$ cat config.mk
export PLATFORM = sky130hd
export DESIGN_NAME = id_stage
export DESIGN_NICKNAME = d
export VERILOG_FILES = /design/src/rtl/mips_defs_pkg.sv /design/src/rtl/register_file.sv /design/src/rtl/id_stage.sv
export SDC_FILE = /design/constraint.sdc
export NUM_CORES = 2
export LEC_CHECK = 0
export CORE_MARGIN = 8
export CORE_UTILIZATION = 62
export CTS_CLUSTER_DIAMETER = 40
export DETAILED_ROUTE_END_ITERATION = 12
export PLACE_DENSITY = 0.82
export SLEW_MARGIN = 5
export SYNTH_ARGS = -nofsm -noshare
export SYNTH_HDL_FRONTEND = slang
export SYNTH_HIERARCHICAL = 1
export SYNTH_SLANG_ARGS = --single-unit
$ cat constraint.sdc
create_clock -name clk -period 58.3 [get_ports clk]
set_input_delay 17.49 -clock clk [delete_from_list [all_inputs] [get_ports clk]]
set_output_delay 17.49 -clock clk [all_outputs]
set_load 0.01 [all_outputs]
$ cat src/rtl/mips_defs_pkg.sv
// ============================================================================
// Module   : mips_defs (package)
// Brief    : Opcodes, ALU command encodings and field positions for the pipe.
// Revision : 1.0 - initial release
// ============================================================================
`default_nettype none

package mips_defs;

  typedef enum logic [5:0] {
    OP_NOP  = 6'd0,
    OP_ADD  = 6'd1,
    OP_SUB  = 6'd3,
    OP_AND  = 6'd5,
    OP_OR   = 6'd6,
    OP_NOR  = 6'd7,
    OP_XOR  = 6'd8,
    OP_SLA  = 6'd9,
    OP_SLL  = 6'd10,
    OP_SRA  = 6'd11,
    OP_SRL  = 6'd12,
    OP_ADDI = 6'd32,
    OP_SUBI = 6'd33,
    OP_LD   = 6'd36,
    OP_ST   = 6'd37,
    OP_BEZ  = 6'd40,
    OP_BNE  = 6'd41,
    OP_JMP  = 6'd42
  } opcode_t;

  localparam logic [3:0] c_exe_add = 4'd0;
  localparam logic [3:0] c_exe_sub = 4'd2;
  localparam logic [3:0] c_exe_and = 4'd4;
  localparam logic [3:0] c_exe_or  = 4'd5;
  localparam logic [3:0] c_exe_nor = 4'd6;
  localparam logic [3:0] c_exe_xor = 4'd7;
  localparam logic [3:0] c_exe_sll = 4'd8;
  localparam logic [3:0] c_exe_sra = 4'd9;
  localparam logic [3:0] c_exe_srl = 4'd10;

  localparam int c_op_lsb  = 26;
  localparam int c_a_lsb   = 21;
  localparam int c_b_lsb   = 16;
  localparam int c_c_lsb   = 11;

  localparam logic [31:0] c_nop_instr = 32'h0000_0000;

  function automatic logic [31:0] sext16(input logic [15:0] imm);
    return {{16{imm[15]}}, imm};
  endfunction

endpackage

`default_nettype wire

$ cat src/rtl/register_file.sv
// ============================================================================
// Module   : register_file
// Brief    : 32x32 regfile, two async read ports with write-through, r0 = 0.
// Revision : 1.0 - initial release
// ============================================================================
`default_nettype none

module register_file (
  input  logic        clk,
  input  logic        rst,
  input  logic [4:0]  ra1,
  input  logic [4:0]  ra2,
  output logic [31:0] rd1,
  output logic [31:0] rd2,
  input  logic        we,
  input  logic [4:0]  wa,
  input  logic [31:0] wd
);

  logic [31:0] r_mem [32];

  always_ff @(posedge clk or posedge rst) begin
    if (rst) begin
      for (int i = 0; i < 32; i++) r_mem[i] <= 32'd0;
    end else if (we && wa != 5'd0) begin
      r_mem[wa] <= wd;
    end
  end

  // Bypass lets a reader in the writeback cycle see the value being written.
  always_comb begin
    rd1 = 32'd0;
    rd2 = 32'd0;
    if (ra1 != 5'd0) rd1 = (we && wa == ra1) ? wd : r_mem[ra1];
    if (ra2 != 5'd0) rd2 = (we && wa == ra2) ? wd : r_mem[ra2];
  end

endmodule

`default_nettype wire

$ cat src/rtl/id_stage.sv
// ============================================================================
// Module   : id_stage
// Brief    : IF/ID latch, register file, decode and ID-stage branch resolve.
// Revision : 1.0 - initial release
// ============================================================================
`default_nettype none

module id_stage
  import mips_defs::*;
(
  input  logic        clk,
  input  logic        rst,
  input  logic [31:0] Instruction,
  input  logic [31:0] PC,
  input  logic        stall,
  input  logic        loadForwardStall,
  input  logic        superStall,
  input  logic        wb_en,
  input  logic [4:0]  wb_dest,
  input  logic [31:0] wb_value,
  output logic        branch_taken,
  output logic [31:0] branch_address,
  output logic [31:0] id_pc,
  output logic [3:0]  exe_cmd,
  output logic        mem_r_en,
  output logic        mem_w_en,
  output logic        wb_en_out,
  output logic [4:0]  dest,
  output logic [4:0]  src1,
  output logic [4:0]  src2,
  output logic        two_src,
  output logic [31:0] val1,
  output logic [31:0] val2,
  output logic [31:0] st_val
);

  logic [31:0] r_instr;
  logic [31:0] r_pc;

  logic [5:0]  w_op;
  logic [4:0]  w_a;
  logic [4:0]  w_b;
  logic [4:0]  w_c;
  logic [31:0] w_sext;
  logic [31:0] w_ra;
  logic [31:0] w_rb;
  logic        w_frz;
  logic        w_bubble;
  logic        w_cond;
  logic        w_wb;
  logic        w_mr;
  logic        w_mw;

  assign w_op   = r_instr[c_op_lsb +: 6];
  assign w_a    = r_instr[c_a_lsb +: 5];
  assign w_b    = r_instr[c_b_lsb +: 5];
  assign w_c    = r_instr[c_c_lsb +: 5];
  assign w_sext = sext16(r_instr[15:0]);

  assign w_frz    = stall | loadForwardStall | superStall;
  assign w_bubble = stall | loadForwardStall;

  register_file u_rf (
    .clk (clk),
    .rst (rst),
    .ra1 (w_a),
    .ra2 (w_b),
    .rd1 (w_ra),
    .rd2 (w_rb),
    .we  (wb_en),
    .wa  (wb_dest),
    .wd  (wb_value)
  );

  always_comb begin
    exe_cmd = c_exe_add;
    dest    = 5'd0;
    src1    = w_a;
    src2    = w_b;
    two_src = 1'b0;
    val1    = w_ra;
    val2    = w_rb;
    st_val  = 32'd0;
    w_wb    = 1'b0;
    w_mr    = 1'b0;
    w_mw    = 1'b0;
    w_cond  = 1'b0;
    case (opcode_t'(w_op))
      OP_ADD, OP_SUB, OP_AND, OP_OR, OP_NOR, OP_XOR,
      OP_SLA, OP_SLL, OP_SRA, OP_SRL: begin
        dest    = w_c;
        two_src = 1'b1;
        w_wb    = 1'b1;
        case (opcode_t'(w_op))
          OP_SUB:         exe_cmd = c_exe_sub;
          OP_AND:         exe_cmd = c_exe_and;
          OP_OR:          exe_cmd = c_exe_or;
          OP_NOR:         exe_cmd = c_exe_nor;
          OP_XOR:         exe_cmd = c_exe_xor;
          OP_SLA, OP_SLL: exe_cmd = c_exe_sll;
          OP_SRA:         exe_cmd = c_exe_sra;
          OP_SRL:         exe_cmd = c_exe_srl;
          default:        exe_cmd = c_exe_add;
        endcase
      end
      OP_ADDI, OP_SUBI, OP_LD: begin
        val2    = w_sext;
        dest    = w_b;
        w_wb    = 1'b1;
        w_mr    = (w_op == OP_LD);
        exe_cmd = (w_op == OP_SUBI) ? c_exe_sub : c_exe_add;
      end
      OP_ST: begin
        val2    = w_sext;
        st_val  = w_rb;
        two_src = 1'b1;
        w_mw    = 1'b1;
      end
      OP_BEZ: w_cond = (w_ra == 32'd0);
      OP_BNE: begin
        w_cond  = (w_ra != w_rb);
        two_src = 1'b1;
      end
      OP_JMP: w_cond = 1'b1;
      default: begin
        src1 = 5'd0;
        src2 = 5'd0;
        val1 = 32'd0;
        val2 = 32'd0;
      end
    endcase
  end

  assign wb_en_out      = w_wb & ~w_bubble;
  assign mem_r_en       = w_mr & ~w_bubble;
  assign mem_w_en       = w_mw & ~w_bubble;
  assign branch_taken   = w_cond & ~w_frz;
  assign branch_address = r_pc + 32'd4 + {w_sext[29:0], 2'b00};
  assign id_pc          = r_pc;

  // Freeze wins over flush so a stalled branch is re-evaluated next cycle.
  always_ff @(posedge clk or posedge rst) begin
    if (rst) begin
      r_instr <= c_nop_instr;
      r_pc    <= 32'd0;
    end else if (w_frz) begin
      r_instr <= r_instr;
      r_pc    <= r_pc;
    end else if (branch_taken) begin
      r_instr <= c_nop_instr;
      r_pc    <= 32'd0;
    end else begin
      r_instr <= Instruction;
      r_pc    <= PC;
    end
  end

endmodule

`default_nettype wire
Routed metal, one colour a layer:
(1 px per um) Only two layers are drawn.
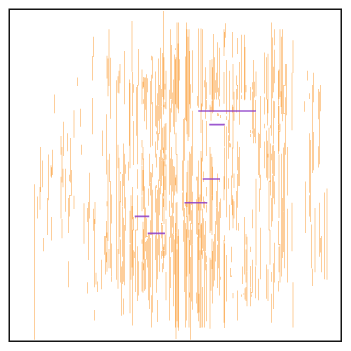
layer	colour	wire length
metal 5	purple	135 um
metal 4	orange	20.1 mm
final wirelength: 221000 um
vias: 46554
Tot GR Track Use: 39.8%

Close-up of the layout:
Region (150, 216) to (180, 246) um. Cells in grey, sequential cells in the stronger grey; small squares are vias.
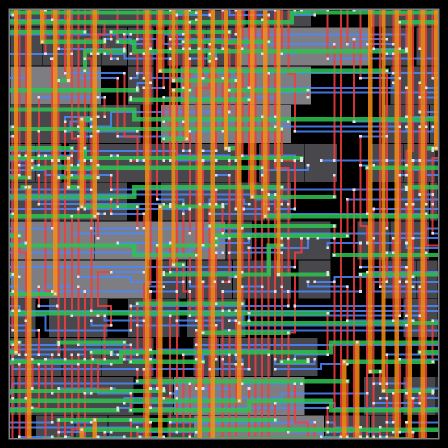
layer	colour
metal 2	red
metal 4	orange
metal 1	blue
metal 3	green
netlist names of flops here include	u_rf/r_mem (9)
most frequent	a21oi_1 (13), and2_1 (9), dfrtp_1 (9)
sequential cells in the window	9
cells with their middle in the window	63

Selected gate families:
(1.5 px per um)
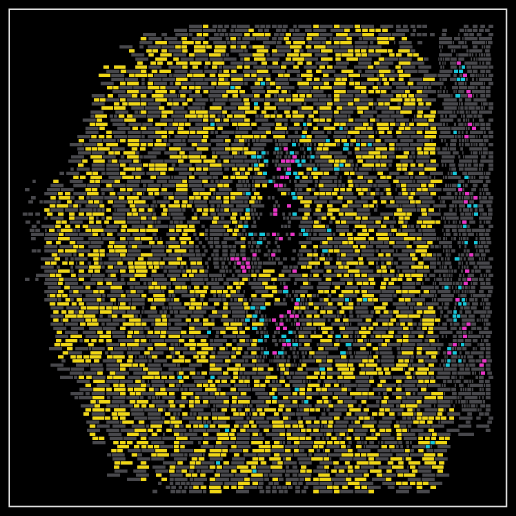
family	colour	cells	most used
mux cells	yellow	1702	mux2_2
xor and xnor cells	magenta	67	xnor2_1
non-inverting ao/oa cells	cyan	112	a22o_1
combinational fraction of the cell area: 45.7%
number of non-filler instances in the completed layout: 6140
Commonest Layout Cell: sky130_fd_sc_hd__dfrtp_1

Congestion heat map:
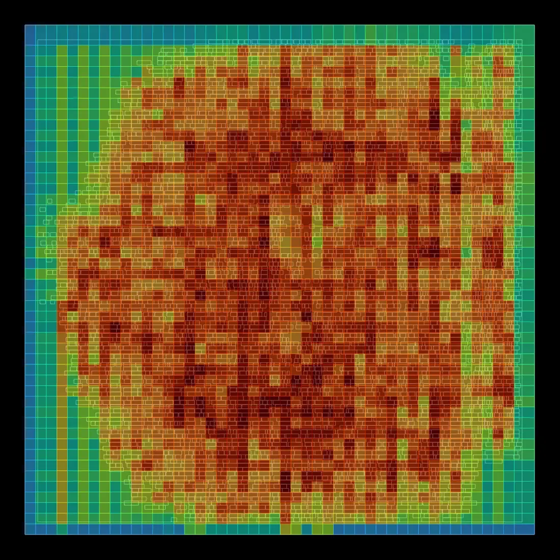
routed wire length per instance: 36.0 um
Util after Layout: 71.1%
GR peak layer: met2
global-route met1 utilization: 48.7%

Metal 1:
(1 px per um) Supply wires on this layer in grey.
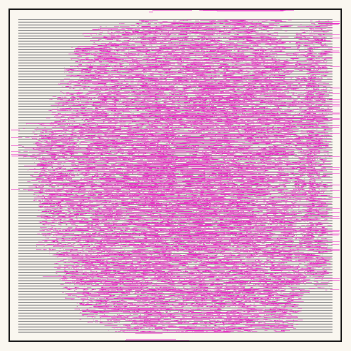
share of all routed wire	34%
nets with wire on the layer	4556

==> results.env <==
RUN_STATUS='finished clean'
DIE_AREA_UM2=109000
PIN_COUNT_OF_THE_BIGGEST_NET_ENTERING_GLOBAL_ROUTING=177
WORSTPATHCELLLIST='clkdlybuf4s50_1, xnor2_1, nand4_1, o21ai_2, a21oi_1, a211o_1, nor4_1, and4_1, nand4_1, nor4_1, o31ai_4, buf_4, nor2_1, clkdlybuf4s50_1'
SYNTH_FLOPS=1088
AVGVIACOUNTPERCELL=7.58
BUFFER_AREA_SHARE_PCT=5.66
TIMING.SETUP.TNS_NS=0
ROUTE.DETAILED.DRC=0
SEQ_AREA_SHARE_PCT=39.0
DETAILED_PLACE_HPWL_UM=138000
NNONCLKINVERTERS=19
BUFFERS_EXCL_CLOCK=420
ASYNC_RESET_FF_SHARE_PCT=100
CRIT_PATH_TOP_DELAY_CELL='sky130_fd_sc_hd__o21ai_2'
WORST_HOLD_PATH_TYPE='register to register'
HOLD_VIOLATIONS=0
SYN_AREA_PER_CELL_UM2=13.2
NUM-CLOCK-BUFFERS=179
SWITCHING_SHARE_PCT=34.0
POSTCTSSETUPBUFFERS=0
PEAKVDDDROP_V=0.0000249
GRT_SETUP_UNREPAIRED='no'
CELL_DEPTH_OF_THE_WORST_FLOP_TO_FLOP_PATH=15
DRV.MAX_CAP_VIOLATION_COUNT=0
SHARE_CLK_OF_TOTAL_POWER_PCT=32.2
LAYOUT.AREA.TOP_CLASS='combinational gates'
P_COMB_mW=0.909
CRIT_BUF_INV=3
LAY_TOP_CELLS='sky130_fd_sc_hd__dfrtp_1 (1080), sky130_fd_sc_hd__mux2_2 (984), sky130_fd_sc_hd__mux4_2 (360)'
TIMING_WORST_SLEW_PIN_VALUE_NS=1.27
DIE.SIZE.X_UM=331
FINAL.SETUP_SKEW_NS=0.0306
GLOBALROUTEOVERFLOWTOTAL=0
WORSTPATHMAXFANOUT=65
CTS_TREE='done'
CELLLEAKAGEPOWER_nW=30.2
CLKTRANSATPATHREGS_NS=0.05
TIMING.FINAL.WS_SETUP_NS=18.14
CELL_INTERNAL_PWR_mW=1.89
FMAX_MHz=24.9
FILLER_CELL_COUNT=6227
POWER_FRAC_SEQ_PCT=36.0
CLK_ROOT_BUFFER_CELL='sky130_fd_sc_hd__clkbuf_16'
INITIAL_UTILIZATION_PCT=62.4
PLACE_CONGESTION=1.03
CTS_HOLD_REPAIR.BUFFERS=0
INITIAL_ANTENNA_VIOLATION_COUNT=22
DP_WORST_SETUP_SLACK_NS=18.32
POWER.GROUP.TOP='sequential cells'
PORT_BUFFERS=290
NUMBER_OF_GLOBAL_ROUTE_VIAS_BEFORE_REPAIR=46603
DRT_PASS1_ITERATIONS=7
DESIGN.FINAL.NETS=4888
CLK_LATENCY_NS=0.77
flip-flops by register name, indices dropped and copies added (netlist names):
name	cells
u_rf/r_mem	1024
id_pc	32
r_instr	32
cells by family after synthesis:
logic type | count (synthesis) | synth area share, %
buf+inv | 502 | 4.07
fa+ha+maj | 63 | 1.30
xor+xnor | 67 | 0.957
compound gates | 667 | 7.77
mux | 1702 | 37.2
flops | 1088 | 44.4
simple gates | 542 | 4.35
how the worst max path moves through the flow:
stage	start	endpoint	slack, ns	depth (start not counted)
3_5_place_dp	wb_dest[4]	branch_taken	18.32	14
2_1_floorplan	rst	u_rf/r_mem[0]	11.99	1
3_3_place_gp	wb_dest[4]	branch_taken	18.46	14
4_1_cts	wb_dest[3]	branch_taken	18.30	14
5_1_grt	wb_dest[1]	branch_taken	18.08	14
6_report	wb_dest[3]	branch_taken	18.14	14
synthesized netlist by cell type (61+ instances only):
cell type	number	share of area (%)
sky130_fd_sc_hd__mux2i_1	341	5.6
sky130_fd_sc_hd__dfrtp_1	1088	44
sky130_fd_sc_hd__mux2_2	984	18
sky130_fd_sc_hd__clkbuf_1	231	1.4
sky130_fd_sc_hd__nand2_1	256	1.6
sky130_fd_sc_hd__a21oi_1	96	0.78
sky130_fd_sc_hd__buf_2	119	0.97
sky130_fd_sc_hd__ha_1	62	1.3
sky130_fd_sc_hd__mux4_2	360	13
sky130_fd_sc_hd__a22oi_1	200	2.4
sky130_fd_sc_hd__xnor2_1	61	0.87
sky130_fd_sc_hd__o21ai_1	62	0.51
sky130_fd_sc_hd__and2_1	82	0.84
per-layer routing:
layer	GRT usage, %	up-vias	routed length, um
met5	0	-	135
li1	-	17847	-
met1	48.7	23566	74900
met3	18.3	1174	35100
met2	55.0	3955	90700
met4	29.6	12	20100
